run_1/sizing.png
The bar under the picture is 50 µm long.
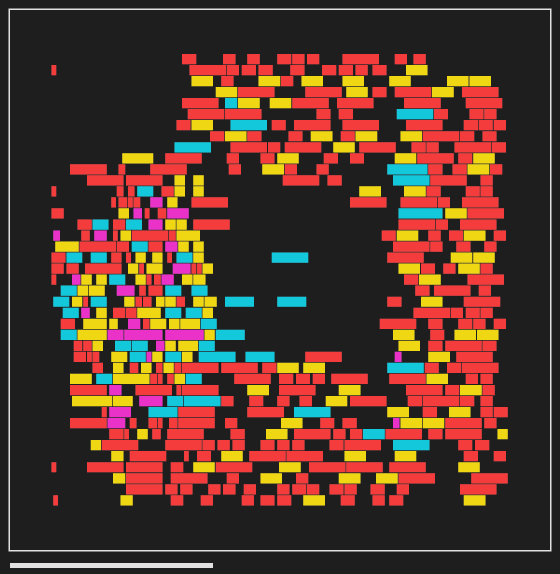
run_1/m2.png
The bar under the picture is 50 µm long. Cells faint in the background.
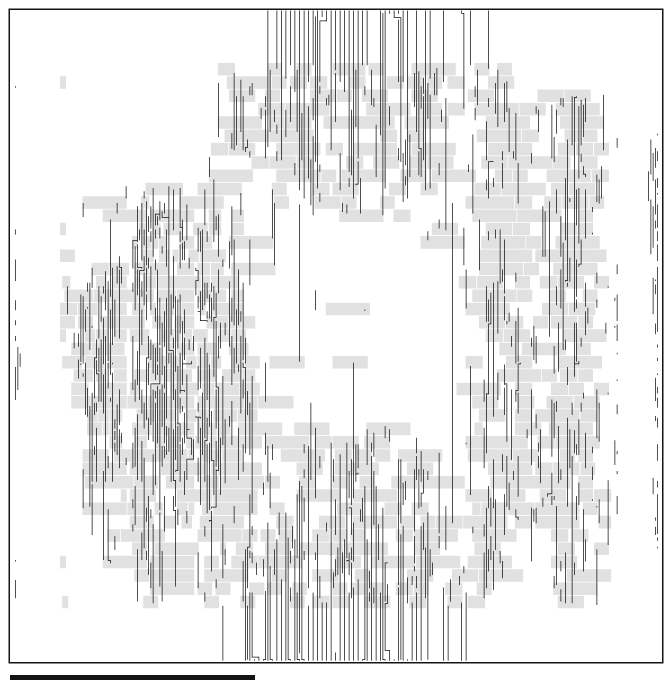
run_1/congestion_map.png
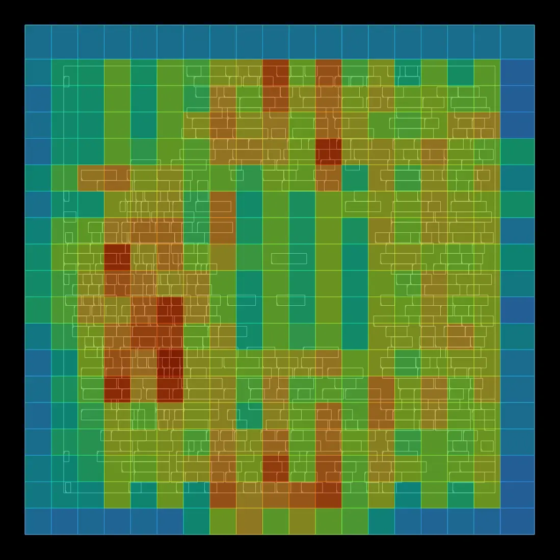
run_1/closeup.png
The bar under the picture is 10 µm long. Region (47, 20) to (87, 60) µm. Cells in grey, sequential cells in the stronger grey; small squares are vias.
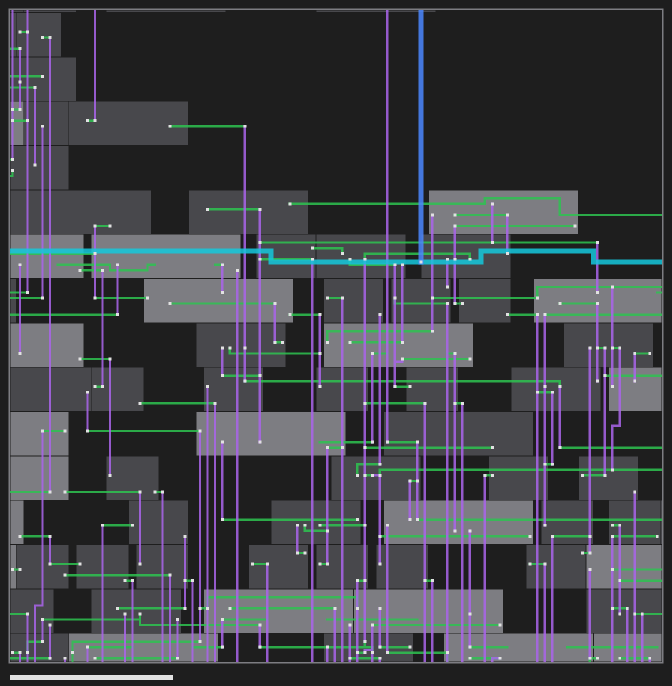
**src/rtl/qk_seq_ctrl_pkg.sv**
```systemverilog
// Shared definitions for the Q/K attention sequencer: state encoding,
// core instruction-word bit positions and default sizing.
package qk_seq_ctrl_pkg;

  // Sequencer phases, in the order a pass walks through them.
  typedef enum logic [3:0] {
    S_IDLE  = 4'd0,
    S_QWR   = 4'd1,
    S_KWR   = 4'd2,
    S_KLOAD = 4'd3,
    S_GAP   = 4'd4,
    S_EXEC  = 4'd5,
    S_WAITF = 4'd6,
    S_ACC   = 4'd7,
    S_DIV   = 4'd8,
    S_PWR   = 4'd9,
    S_DONE  = 4'd10
  } qk_state_e;

  // Core instruction word layout. Bits [21:20] are reserved and stay 0.
  localparam int INST_W        = 22;
  localparam int BIT_PMEM_WR   = 0;
  localparam int BIT_PMEM_RD   = 1;
  localparam int BIT_KMEM_WR   = 2;
  localparam int BIT_KMEM_RD   = 3;
  localparam int BIT_QMEM_WR   = 4;
  localparam int BIT_QMEM_RD   = 5;
  localparam int BIT_LOAD      = 6;
  localparam int BIT_EXECUTE   = 7;
  localparam int PMEM_ADD_LSB  = 8;
  localparam int QKMEM_ADD_LSB = 12;
  localparam int ADD_W         = 4;
  localparam int BIT_OFIFO_RD  = 16;
  localparam int BIT_DIV       = 17;
  localparam int BIT_ACC       = 18;
  localparam int BIT_SFP_PMEM  = 19;

  // Default pass geometry.
  localparam int N_VEC_DEF   = 8;
  localparam int DRAIN_DEF   = 8;
  localparam int TIMEOUT_DEF = 64;

  // One-hot instruction word with a single control bit set.
  function automatic logic [INST_W-1:0] inst_bit(input int pos);
    logic [INST_W-1:0] r;
    r      = '0;
    r[pos] = 1'b1;
    return r;
  endfunction

  // Instruction word carrying only an address field at the given LSB.
  function automatic logic [INST_W-1:0] inst_addr(input int lsb, input logic [ADD_W-1:0] a);
    logic [INST_W-1:0] r;
    r               = '0;
    r[lsb +: ADD_W] = a;
    return r;
  endfunction

endpackage

```
**src/rtl/qk_seq_ctrl.sv**
```systemverilog
// Q/K attention pass sequencer. Streams Q then K vectors into the core
// memories, then steps the core through load, drain gap, execute, output
// FIFO wait (with timeout), accumulate, divide and psum write-back.
//
// Input handshake: a beat transfers on a rising clk edge where in_valid and
// in_ready are both high; in_ready depends only on state (high in QWR/KWR),
// and in_valid is ignored whenever in_ready is low.
//
// inst and mem_in are registered, so the instruction for a phase cycle (or
// for an accepted beat) appears on the port one cycle after that cycle.
module qk_seq_ctrl
  import qk_seq_ctrl_pkg::*;
#(
  parameter int bw      = 8,
  parameter int pr      = 8,
  parameter int n_vec   = N_VEC_DEF,
  parameter int drain   = DRAIN_DEF,
  parameter int timeout = TIMEOUT_DEF
) (
  input  logic              clk,
  input  logic              reset,
  input  logic              start,
  input  logic              in_valid,
  input  logic [pr*bw-1:0]  in_data,
  output logic              in_ready,
  input  logic              fifo_valid,
  output logic [pr*bw-1:0]  mem_in,
  output logic [INST_W-1:0] inst,
  output logic              busy,
  output logic              done,
  output logic              err,
  output qk_state_e         state_dbg
);

  localparam int DW      = pr * bw;
  localparam int CNT_MAX = (n_vec > drain) ? n_vec : drain;
  localparam int CW      = (CNT_MAX > 1) ? $clog2(CNT_MAX) : 1;
  localparam int TW      = (timeout > 1) ? $clog2(timeout) : 1;

  localparam logic [CW-1:0] NV_LAST = CW'(n_vec - 1);
  localparam logic [CW-1:0] DR_LAST = CW'(drain - 1);
  localparam logic [TW-1:0] TO_LAST = TW'(timeout - 1);

  qk_state_e         state_q, state_d;
  logic [CW-1:0]     cnt_q, cnt_d;
  logic [TW-1:0]     tcnt_q, tcnt_d;
  logic              err_q, err_d;
  logic [INST_W-1:0] inst_q, inst_d;
  logic [DW-1:0]     mem_q, mem_d;

  logic              accept;
  logic              nv_last;
  logic [ADD_W-1:0]  addr;

  assign in_ready  = (state_q == S_QWR) || (state_q == S_KWR);
  assign accept    = in_valid && in_ready;
  assign nv_last   = (cnt_q == NV_LAST);
  assign addr      = ADD_W'(cnt_q);

  assign busy      = (state_q != S_IDLE);
  assign done      = (state_q == S_DONE);
  assign err       = err_q;
  assign inst      = inst_q;
  assign mem_in    = mem_q;
  assign state_dbg = state_q;

  // State, counters, sticky error and registered core-side outputs.
  always_ff @(posedge clk or negedge reset) begin
    if (!reset) begin
      state_q <= S_IDLE;
      cnt_q   <= '0;
      tcnt_q  <= '0;
      err_q   <= 1'b0;
      inst_q  <= '0;
      mem_q   <= '0;
    end else begin
      state_q <= state_d;
      cnt_q   <= cnt_d;
      tcnt_q  <= tcnt_d;
      err_q   <= err_d;
      inst_q  <= inst_d;
      mem_q   <= mem_d;
    end
  end

  // Next-state, phase counter and instruction decode for the current cycle.
  always_comb begin
    state_d = state_q;
    cnt_d   = cnt_q;
    tcnt_d  = tcnt_q;
    err_d   = err_q;
    inst_d  = '0;
    mem_d   = mem_q;

    unique case (state_q)
      S_IDLE: begin
        if (start) begin
          state_d = S_QWR;
          cnt_d   = '0;
          err_d   = 1'b0;
        end
      end

      S_QWR: begin
        if (accept) begin
          inst_d = inst_bit(BIT_QMEM_WR) | inst_addr(QKMEM_ADD_LSB, addr);
          mem_d  = in_data;
          if (nv_last) begin
            state_d = S_KWR;
            cnt_d   = '0;
          end else begin
            cnt_d = cnt_q + CW'(1);
          end
        end
      end

      S_KWR: begin
        if (accept) begin
          inst_d = inst_bit(BIT_KMEM_WR) | inst_addr(QKMEM_ADD_LSB, addr);
          mem_d  = in_data;
          if (nv_last) begin
            state_d = S_KLOAD;
            cnt_d   = '0;
          end else begin
            cnt_d = cnt_q + CW'(1);
          end
        end
      end

      S_KLOAD: begin
        inst_d = inst_bit(BIT_KMEM_RD) | inst_bit(BIT_LOAD)
               | inst_addr(QKMEM_ADD_LSB, addr);
        if (nv_last) begin
          state_d = S_GAP;
          cnt_d   = '0;
        end else begin
          cnt_d = cnt_q + CW'(1);
        end
      end

      S_GAP: begin
        if (cnt_q == DR_LAST) begin
          state_d = S_EXEC;
          cnt_d   = '0;
        end else begin
          cnt_d = cnt_q + CW'(1);
        end
      end

      S_EXEC: begin
        inst_d = inst_bit(BIT_QMEM_RD) | inst_bit(BIT_EXECUTE)
               | inst_addr(QKMEM_ADD_LSB, addr);
        if (nv_last) begin
          state_d = S_WAITF;
          cnt_d   = '0;
          tcnt_d  = '0;
        end else begin
          cnt_d = cnt_q + CW'(1);
        end
      end

      S_WAITF: begin
        if (fifo_valid) begin
          state_d = S_ACC;
          cnt_d   = '0;
          tcnt_d  = '0;
        end else if (tcnt_q == TO_LAST) begin
          // Core never produced a row: abandon the pass without done.
          state_d = S_IDLE;
          cnt_d   = '0;
          tcnt_d  = '0;
          err_d   = 1'b1;
        end else begin
          tcnt_d = tcnt_q + TW'(1);
        end
      end

      S_ACC: begin
        inst_d = inst_bit(BIT_OFIFO_RD) | inst_bit(BIT_ACC);
        if (nv_last) begin
          state_d = S_DIV;
          cnt_d   = '0;
        end else begin
          cnt_d = cnt_q + CW'(1);
        end
      end

      S_DIV: begin
        inst_d = inst_bit(BIT_DIV) | inst_bit(BIT_SFP_PMEM);
        if (nv_last) begin
          state_d = S_PWR;
          cnt_d   = '0;
        end else begin
          cnt_d = cnt_q + CW'(1);
        end
      end

      S_PWR: begin
        inst_d = inst_bit(BIT_OFIFO_RD) | inst_bit(BIT_PMEM_WR)
               | inst_addr(PMEM_ADD_LSB, addr);
        if (nv_last) begin
          state_d = S_DONE;
          cnt_d   = '0;
        end else begin
          cnt_d = cnt_q + CW'(1);
        end
      end

      S_DONE: begin
        state_d = S_IDLE;
        cnt_d   = '0;
      end

      default: begin
        state_d = S_IDLE;
        cnt_d   = '0;
        tcnt_d  = '0;
      end
    endcase
  end

endmodule

```
**config.mk**
```make
export PLATFORM = sky130hd
export DESIGN_NAME = qk_seq_ctrl
export DESIGN_NICKNAME = d
export VERILOG_FILES = /design/src/rtl/qk_seq_ctrl_pkg.sv /design/src/rtl/qk_seq_ctrl.sv
export SDC_FILE = /design/constraint.sdc
export NUM_CORES = 1
export LEC_CHECK = 0
export ABC_AREA = 0
export CAP_MARGIN = 15
export CORE_MARGIN = 10
export CORE_UTILIZATION = 32
export CTS_CLUSTER_DIAMETER = 120
export DETAILED_ROUTE_END_ITERATION = 12
export PLACE_DENSITY = 0.64
export REMOVE_ABC_BUFFERS = 1
export SETUP_SLACK_MARGIN = 0.3
export SLEW_MARGIN = 15
export SYNTH_ARGS = -nofsm -noshare
export SYNTH_HDL_FRONTEND = slang
export SYNTH_SLANG_ARGS = --single-unit
```
**constraint.sdc**
```tcl
create_clock -name clk -period 1.7 [get_ports clk]
set_input_delay 0.34 -clock clk [delete_from_list [all_inputs] [get_ports clk]]
set_output_delay 0.34 -clock clk [all_outputs]
set_load 0.01 [all_outputs]
```
==> Flow_metrics.wiki, run 1 <==
=== Synthesis and place and route ===
{| class="wikitable"
! Metric !! Value
|-
| Outcome || finished, violations left
|-
| Violations in the final reports || setup timing
|-
| Inverter count || 6
|-
| Number of warnings printed during yosys synthesis || 0
|-
| Post-Route Hold Slack || 0.478 ns
|-
| Worst Setup Slack, final || -0.0234 ns
|-
| Sequential share of the synthesized area || 56.2%
|-
| MUX share of area || 24.1%
|-
| ANT cells || 0
|-
| Met3 Track Usage GR || 4.36%
|-
| Proportion of cell area occupied by registers || 34.1%
|-
| Count of non-filler cells in the finished layout || 668
|-
| Number of setup violations in the final report || 45
|-
| Top metal layer carrying routed signals || met4
|-
| Die Width || 133 µm
|-
| Clock Pin Slew Worst Setup and Hold Paths || 0.07 ns
|-
| Routability cong. || 0.842
|-
| Worst Path Class, Setup || flop to flop
|-
| Post-synthesis async set-or-reset flop share || 100%
|-
| Clk_buf instances || 10
|-
| Required @ worst endpoint || 1.92 ns
|-
| Met2 routed WL || 6.35 mm
|-
| Largest stage delay on the critical path || 0.40 ns
|-
| Setup tns final || -0.390 ns
|-
| Arrival time of data at the critical path endpoint || 1.94 ns
|-
| Critical path buffer and inverter count || 2
|-
| Core ar. || 0.0126 mm²
|-
| Top library cells by usage in the layout, fill and taps aside || sky130_fd_sc_hd__dfrtp_1 (90), sky130_fd_sc_hd__dlygate4sd2_1 (72), sky130_fd_sc_hd__clkdlybuf4s50_1 (67)
|-
| Chip Area || 0.0177 mm²
|-
| Worst slack at placement || -0.227 ns
|-
| Number of remaining DRC errors || 0
|-
| Max-cap violation count || 0
|-
| Top fanout value on the critical path || 14
|-
| Termination of the worst setup path || mem_in[2]
|-
| Number of synthesized register bits || 92
|-
| Leading post-synthesis cells by instance count || sky130_fd_sc_hd__dfrtp_1 (92), sky130_fd_sc_hd__mux2_4 (60), sky130_fd_sc_hd__nor2_1 (12), sky130_fd_sc_hd__nand2_1 (10), sky130_fd_sc_hd__o21ai_0 (10)
|-
| EDFF count, synth || 0
|-
| Share of final-layout standard cells stronger than drive strength 1 || 39.5%
|-
| Detailed Routing Iterations Pass 1 || 4
|-
| Area fraction in and, or, nand and nor cells || 6.14%
|-
| Tcrit/Tclk final || 101%
|-
| Tap cell count || 172
|-
| Dominant cells by area after synthesis || sky130_fd_sc_hd__dfrtp_1 (56%), sky130_fd_sc_hd__mux2_4 (22%), sky130_fd_sc_hd__buf_12 (3.4%), sky130_fd_sc_hd__mux2_2 (1.6%), sky130_fd_sc_hd__buf_4 (1.5%)
|-
| NumNets Final || 563
|-
| Cells traversed along the worst timing path || buf_6 > nand2b_4 > and2_4 > or2_4 > buf_16 > mux2_4
|-
| Clock latency on the worst-skew pair || 0.34 ns
|-
| Antenna violations before repair || 0
|-
| Highest attainable clock frequency || 580 MHz
|-
| CTS tree || done
|-
| Maximum count of clock buffers along a single path || 2
|-
| Num sequential || 92
|-
| Cell variety after synth || 43
|-
| Kind of launch point of the worst setup path || flop
|-
| Count of antenna-violating nets left after detailed routing || 0
|-
| Critical register-to-register path endpoint || mem_in[2]
|-
| Top-level port count || 163
|-
| Hpwl dp || 8.59 mm
|}
-- sizing.png (at the start) --
Key: x6 and larger = cyan [cells 45]; x2 = magenta [cells 24]; x3 and x4 = yellow [cells 127]; x1 and smaller = red [cells 300]
area growth from synthesis to final layout: 65.1%
Non-Clock Buffer Count: 223
fin area: 0.00676 mm²

-- m2.png (at the start) --
The layer holds 52% of the routed length. 537 nets have wire on it. The wires run mostly vertical.
global-route track usage on met2: 23.4%
final WL: 12.3 mm
total number of vias: 3,016

-- congestion_map.png (at the start) --
Post-Route Utilization: 53.8%
Global Route met1 Usage: 15.9%
layer carrying the most global-route usage: met2
final routed wire length divided by cell count: 18.4 µm
total global-route track usage: 13.5%

-- closeup.png (at the start) --
Key: M2 = purple; M4 = blue; M1 = green; M3 = cyan
54 logic cells have their middle in the window. Netlist names of flops here include mem_in (11), inst (1). Sequential cells in the window: 12. Most frequent: dfrtp_1 (12), dlygate4sd2_1 (12), mux2_4 (11).

==> inputs of run 2 (changes only) <==
--- a/config.mk
+++ b/config.mk
@@ -12,7 +12,6 @@
 export CTS_CLUSTER_DIAMETER = 120
 export DETAILED_ROUTE_END_ITERATION = 12
 export PLACE_DENSITY = 0.64
-export REMOVE_ABC_BUFFERS = 1
 export SETUP_SLACK_MARGIN = 0.3
 export SLEW_MARGIN = 15
 export SYNTH_ARGS = -nofsm -noshare
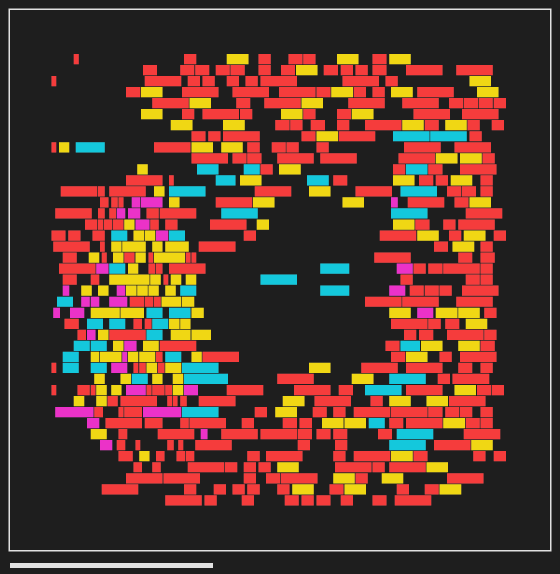
run_2/sizing.png
The bar under the picture is 50 µm long.
Key: x2 = magenta [cells 29]; x6 and larger = cyan [cells 42]; x1 and smaller = red [cells 304]; x3 and x4 = yellow [cells 118]
Non-Clock Buffer Count: 221
fin area: 0.00669 mm²
Worst Setup Slack, final: -0.0152 ns
area growth from synthesis to final layout: 63.4%

==> Flow_metrics.wiki, run 2 <==
=== Synthesis and place and route ===
{| class="wikitable"
! Metric !! Value
|-
| Met2 routed WL || 6.27 mm (-1.3%)
|-
| Worst Path Class, Setup || flop to flop
|-
| Layer carrying the most global-route usage || met2
|-
| Post-Route Utilization || 53.2% (-0.57 points)
|-
| Setup tns final || -0.0152 ns (+0.375 ns)
|-
| Tap cell count || 172 (unchanged)
|-
| Top fanout value on the critical path || 5 (-9)
|-
| Post-Route Hold Slack || 0.0154 ns (-0.463 ns)
|-
| Area fraction in and, or, nand and nor cells || 6.14% (unchanged)
|-
| NumNets Final || 562 (-0.18%)
|-
| Tcrit/Tclk final || 101% (-0.48 points)
|-
| Proportion of cell area occupied by registers || 34.4% (+0.36 points)
|-
| Violations in the final reports || setup timing
|-
| Worst slack at placement || -0.240 ns (-0.0129 ns)
|-
| Sequential share of the synthesized area || 56.2% (unchanged)
|-
| Top library cells by usage in the layout, fill and taps aside || sky130_fd_sc_hd__dfrtp_1 (90), sky130_fd_sc_hd__dlygate4sd2_1 (81), sky130_fd_sc_hd__clkdlybuf4s50_1 (67)
|-
| Leading post-synthesis cells by instance count || sky130_fd_sc_hd__dfrtp_1 (92), sky130_fd_sc_hd__mux2_4 (60), sky130_fd_sc_hd__nor2_1 (12), sky130_fd_sc_hd__nand2_1 (10), sky130_fd_sc_hd__o21ai_0 (10)
|-
| Clock latency on the worst-skew pair || 0.34 ns (about the same)
|-
| Die Width || 133 µm (unchanged)
|-
| Inverter count || 6 (unchanged)
|-
| Core ar. || 0.0126 mm² (unchanged)
|-
| Kind of launch point of the worst setup path || flop
|-
| Share of final-layout standard cells stronger than drive strength 1 || 38.3% (-1.2 points)
|-
| Number of synthesized register bits || 92 (unchanged)
|-
| Number of warnings printed during yosys synthesis || 0 (unchanged)
|-
| Number of setup violations in the final report || 1 (-98%)
|-
| Max-cap violation count || 0 (unchanged)
|-
| Count of non-filler cells in the finished layout || 665 (-0.45%)
|-
| Chip Area || 0.0177 mm² (unchanged)
|-
| Clock Pin Slew Worst Setup and Hold Paths || 0.06 ns (about the same)
|-
| Dominant cells by area after synthesis || sky130_fd_sc_hd__dfrtp_1 (56%), sky130_fd_sc_hd__mux2_4 (22%), sky130_fd_sc_hd__buf_12 (3.4%), sky130_fd_sc_hd__mux2_2 (1.6%), sky130_fd_sc_hd__buf_4 (1.5%)
|-
| Maximum count of clock buffers along a single path || 2 (unchanged)
|-
| ANT cells || 0 (unchanged)
|-
| Worst Setup Slack, final || -0.0152 ns (+0.00816 ns)
|-
| Required @ worst endpoint || 1.92 ns (about the same)
|-
| Cells traversed along the worst timing path || buf_6 > and4bb_2 > o211ai_1 > o221a_4 > nand2_4 > mux2_2
|-
| Num sequential || 92 (unchanged)
|-
| Clk_buf instances || 12 (+2)
|-
| Total global-route track usage || 12.7% (-0.80 points)
|-
| CTS tree || done
|-
| Termination of the worst setup path || state_dbg[0]
|-
| Top metal layer carrying routed signals || met4
|-
| MUX share of area || 24.1% (unchanged)
|-
| Highest attainable clock frequency || 583 MHz (+0.48%)
|-
| Global-route track usage on met2 || 21.5% (-2.0 points)
|-
| Outcome || finished, violations left
|-
| Number of remaining DRC errors || 0 (unchanged)
|-
| Arrival time of data at the critical path endpoint || 1.94 ns (about the same)
|-
| EDFF count, synth || 0 (unchanged)
|-
| Count of antenna-violating nets left after detailed routing || 0 (unchanged)
|-
| Cell variety after synth || 43 (unchanged)
|}
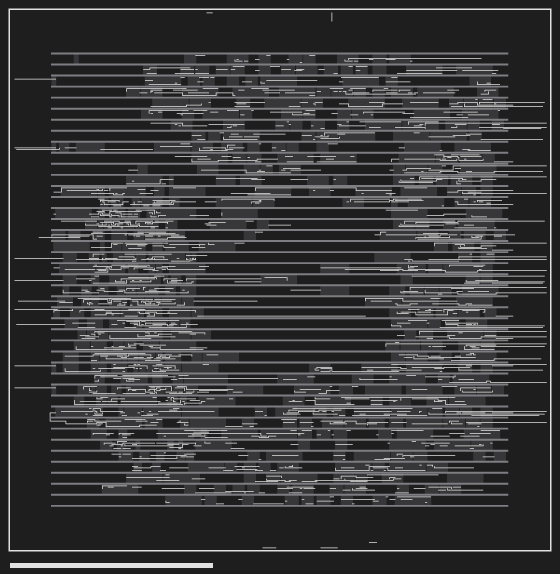
run_2/m1.png
The bar under the picture is 50 µm long. Supply wires on this layer in grey. Cells faint in the background.
The layer holds 42% of the routed length. 523 nets have wire on it. The wires run mostly horizontal. The longest straight run is 41.4 µm.
total number of vias: 2,979
Global Route met1 Usage: 15.2%
final WL: 12.3 mm

==> inputs of run 3 (changes only) <==
--- a/config.mk
+++ b/config.mk
@@ -7,6 +7,7 @@
 export LEC_CHECK = 0
 export ABC_AREA = 0
 export CAP_MARGIN = 15
+export CORE_ASPECT_RATIO = 1.2
 export CORE_MARGIN = 10
 export CORE_UTILIZATION = 32
 export CTS_CLUSTER_DIAMETER = 120
==> constraint.sdc (replaced) <==
create_clock -name clk -period 1.7 [get_ports clk]
set_input_delay 0.34 -clock clk [delete_from_list [all_inputs] [get_ports clk]]
set_output_delay 0.34 -clock clk [all_outputs]
set_load 0.1 [all_outputs]
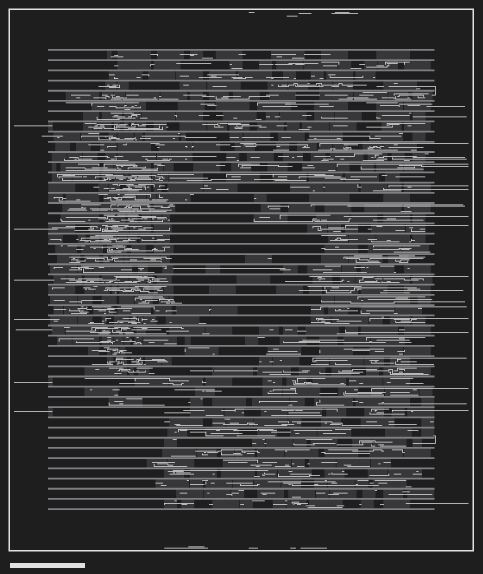
run_3/m1.png
The bar under the picture is 20 µm long. Supply wires on this layer in grey. Cells faint in the background.
The wires run mostly horizontal. 505 nets have wire on it. The layer carries 5,030 µm of wire.
Global Route met1 Usage: 16.7%
total number of vias: 3,112
final WL: 13.3 mm

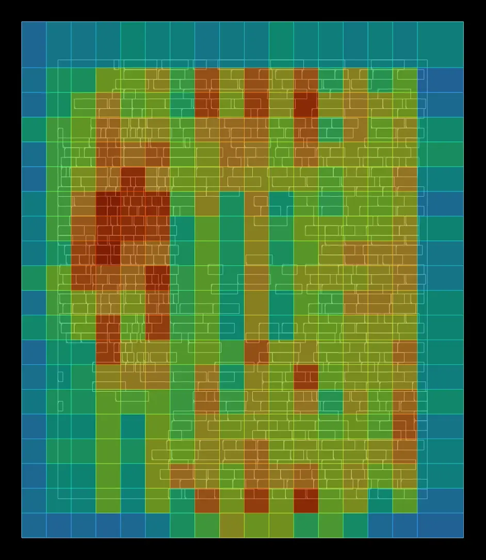
run_3/congestion_map.png
Post-Route Utilization: 63.0%
final routed wire length divided by cell count: 19.9 µm

==> Flow_metrics.wiki, run 3 <==
=== Synthesis and place and route ===
{| class="wikitable"
! Metric !! Value
|-
| Cell variety after synth || 43 (unchanged)
|-
| Depth of the worst register-to-register path || 7
|-
| Maximum count of clock buffers along a single path || 2 (unchanged)
|-
| Fin area || 0.00795 mm² (+19%)
|-
| Max-cap violation count || 0 (unchanged)
|-
| Number of warnings printed during yosys synthesis || 0 (unchanged)
|-
| Met3 layer wire length in the routed design || 855 µm
|-
| Tcrit/Tclk final || 114% (+13 points)
|-
| NumNets Final || 575 (+2.3%)
|-
| Die height || 144 µm
|-
| Outcome || finished, violations left
|-
| Clock latency on the worst-skew pair || 0.33 ns (about the same)
|-
| Cells traversed along the worst timing path || nand2b_4 > and2_4 > buf_4 > nor3_4 > buf_12
|-
| Grt ovf || 0
|-
| Dominant cells by area after synthesis || sky130_fd_sc_hd__dfrtp_1 (56%), sky130_fd_sc_hd__mux2_4 (22%), sky130_fd_sc_hd__buf_12 (3.4%), sky130_fd_sc_hd__mux2_2 (1.6%), sky130_fd_sc_hd__buf_4 (1.5%)
|-
| Sequential share of the synthesized area || 56.2% (unchanged)
|-
| Met2 routed WL || 7.30 mm (+16%)
|-
| Xor and xnor area share after synthesis || 0.428%
|-
| Worst Setup Slack, final || -0.243 ns (-0.228 ns)
|-
| Leading post-synthesis cells by instance count || sky130_fd_sc_hd__dfrtp_1 (92), sky130_fd_sc_hd__mux2_4 (60), sky130_fd_sc_hd__nor2_1 (12), sky130_fd_sc_hd__nand2_1 (10), sky130_fd_sc_hd__o21ai_0 (10)
|-
| Area fraction in and, or, nand and nor cells || 6.14% (unchanged)
|-
| ANT cells || 0 (unchanged)
|-
| Top fanout value on the critical path || 2 (-3)
|-
| Proportion of cell area occupied by registers || 29.2% (-5.3 points)
|-
| Top library cells by usage in the layout, fill and taps aside || sky130_fd_sc_hd__buf_12 (94), sky130_fd_sc_hd__dfrtp_1 (85), sky130_fd_sc_hd__clkdlybuf4s50_1 (67)
|-
| Top metal layer carrying routed signals || met4
|-
| Termination of the worst setup path || in_ready
|-
| Clock Pin Slew Worst Setup and Hold Paths || 0.06 ns (about the same)
|-
| Layer carrying the most global-route usage || met2
|-
| Core ar. || 0.0126 mm² (+0.35%)
|-
| Die Width || 123 µm (-7.4%)
|-
| Post-Route Hold Slack || 0.372 ns (+0.357 ns)
|-
| Share of final-layout standard cells stronger than drive strength 1 || 57.3% (+19 points)
|-
| Number of synthesized register bits || 92 (unchanged)
|-
| Tap cell count || 164 (-4.7%)
|-
| Number of setup violations in the final report || 75 (+74)
|-
| Highest attainable clock frequency || 515 MHz (-12%)
|-
| Global-route track usage on met2 || 26.6% (+5.1 points)
|-
| Non-Clock Buffer Count || 235 (+6.3%)
|-
| Worst Path Class, Setup || flop to primary output
|-
| Violations in the final reports || setup timing
|-
| Number of remaining DRC errors || 0 (unchanged)
|-
| ClkCell Share || 4.01%
|-
| Inverter count || 6 (unchanged)
|-
| Synthesized cell area || 0.00410 mm²
|-
| Arrival time of data at the critical path endpoint || 1.60 ns (-0.34 ns)
|-
| Clk_buf instances || 12 (unchanged)
|-
| Total global-route track usage || 14.7% (+2.0 points)
|-
| Count of non-filler cells in the finished layout || 672 (+1.1%)
|-
| Required @ worst endpoint || 1.36 ns (-0.56 ns)
|-
| Worst slack at placement || -0.224 ns (+0.0160 ns)
|-
| Count of antenna-violating nets left after detailed routing || 0 (unchanged)
|-
| Post-synthesis area per instance || 14.9 µm²
|-
| Num sequential || 92 (unchanged)
|-
| Setup tns final || -12.59 ns (-12.57 ns)
|}
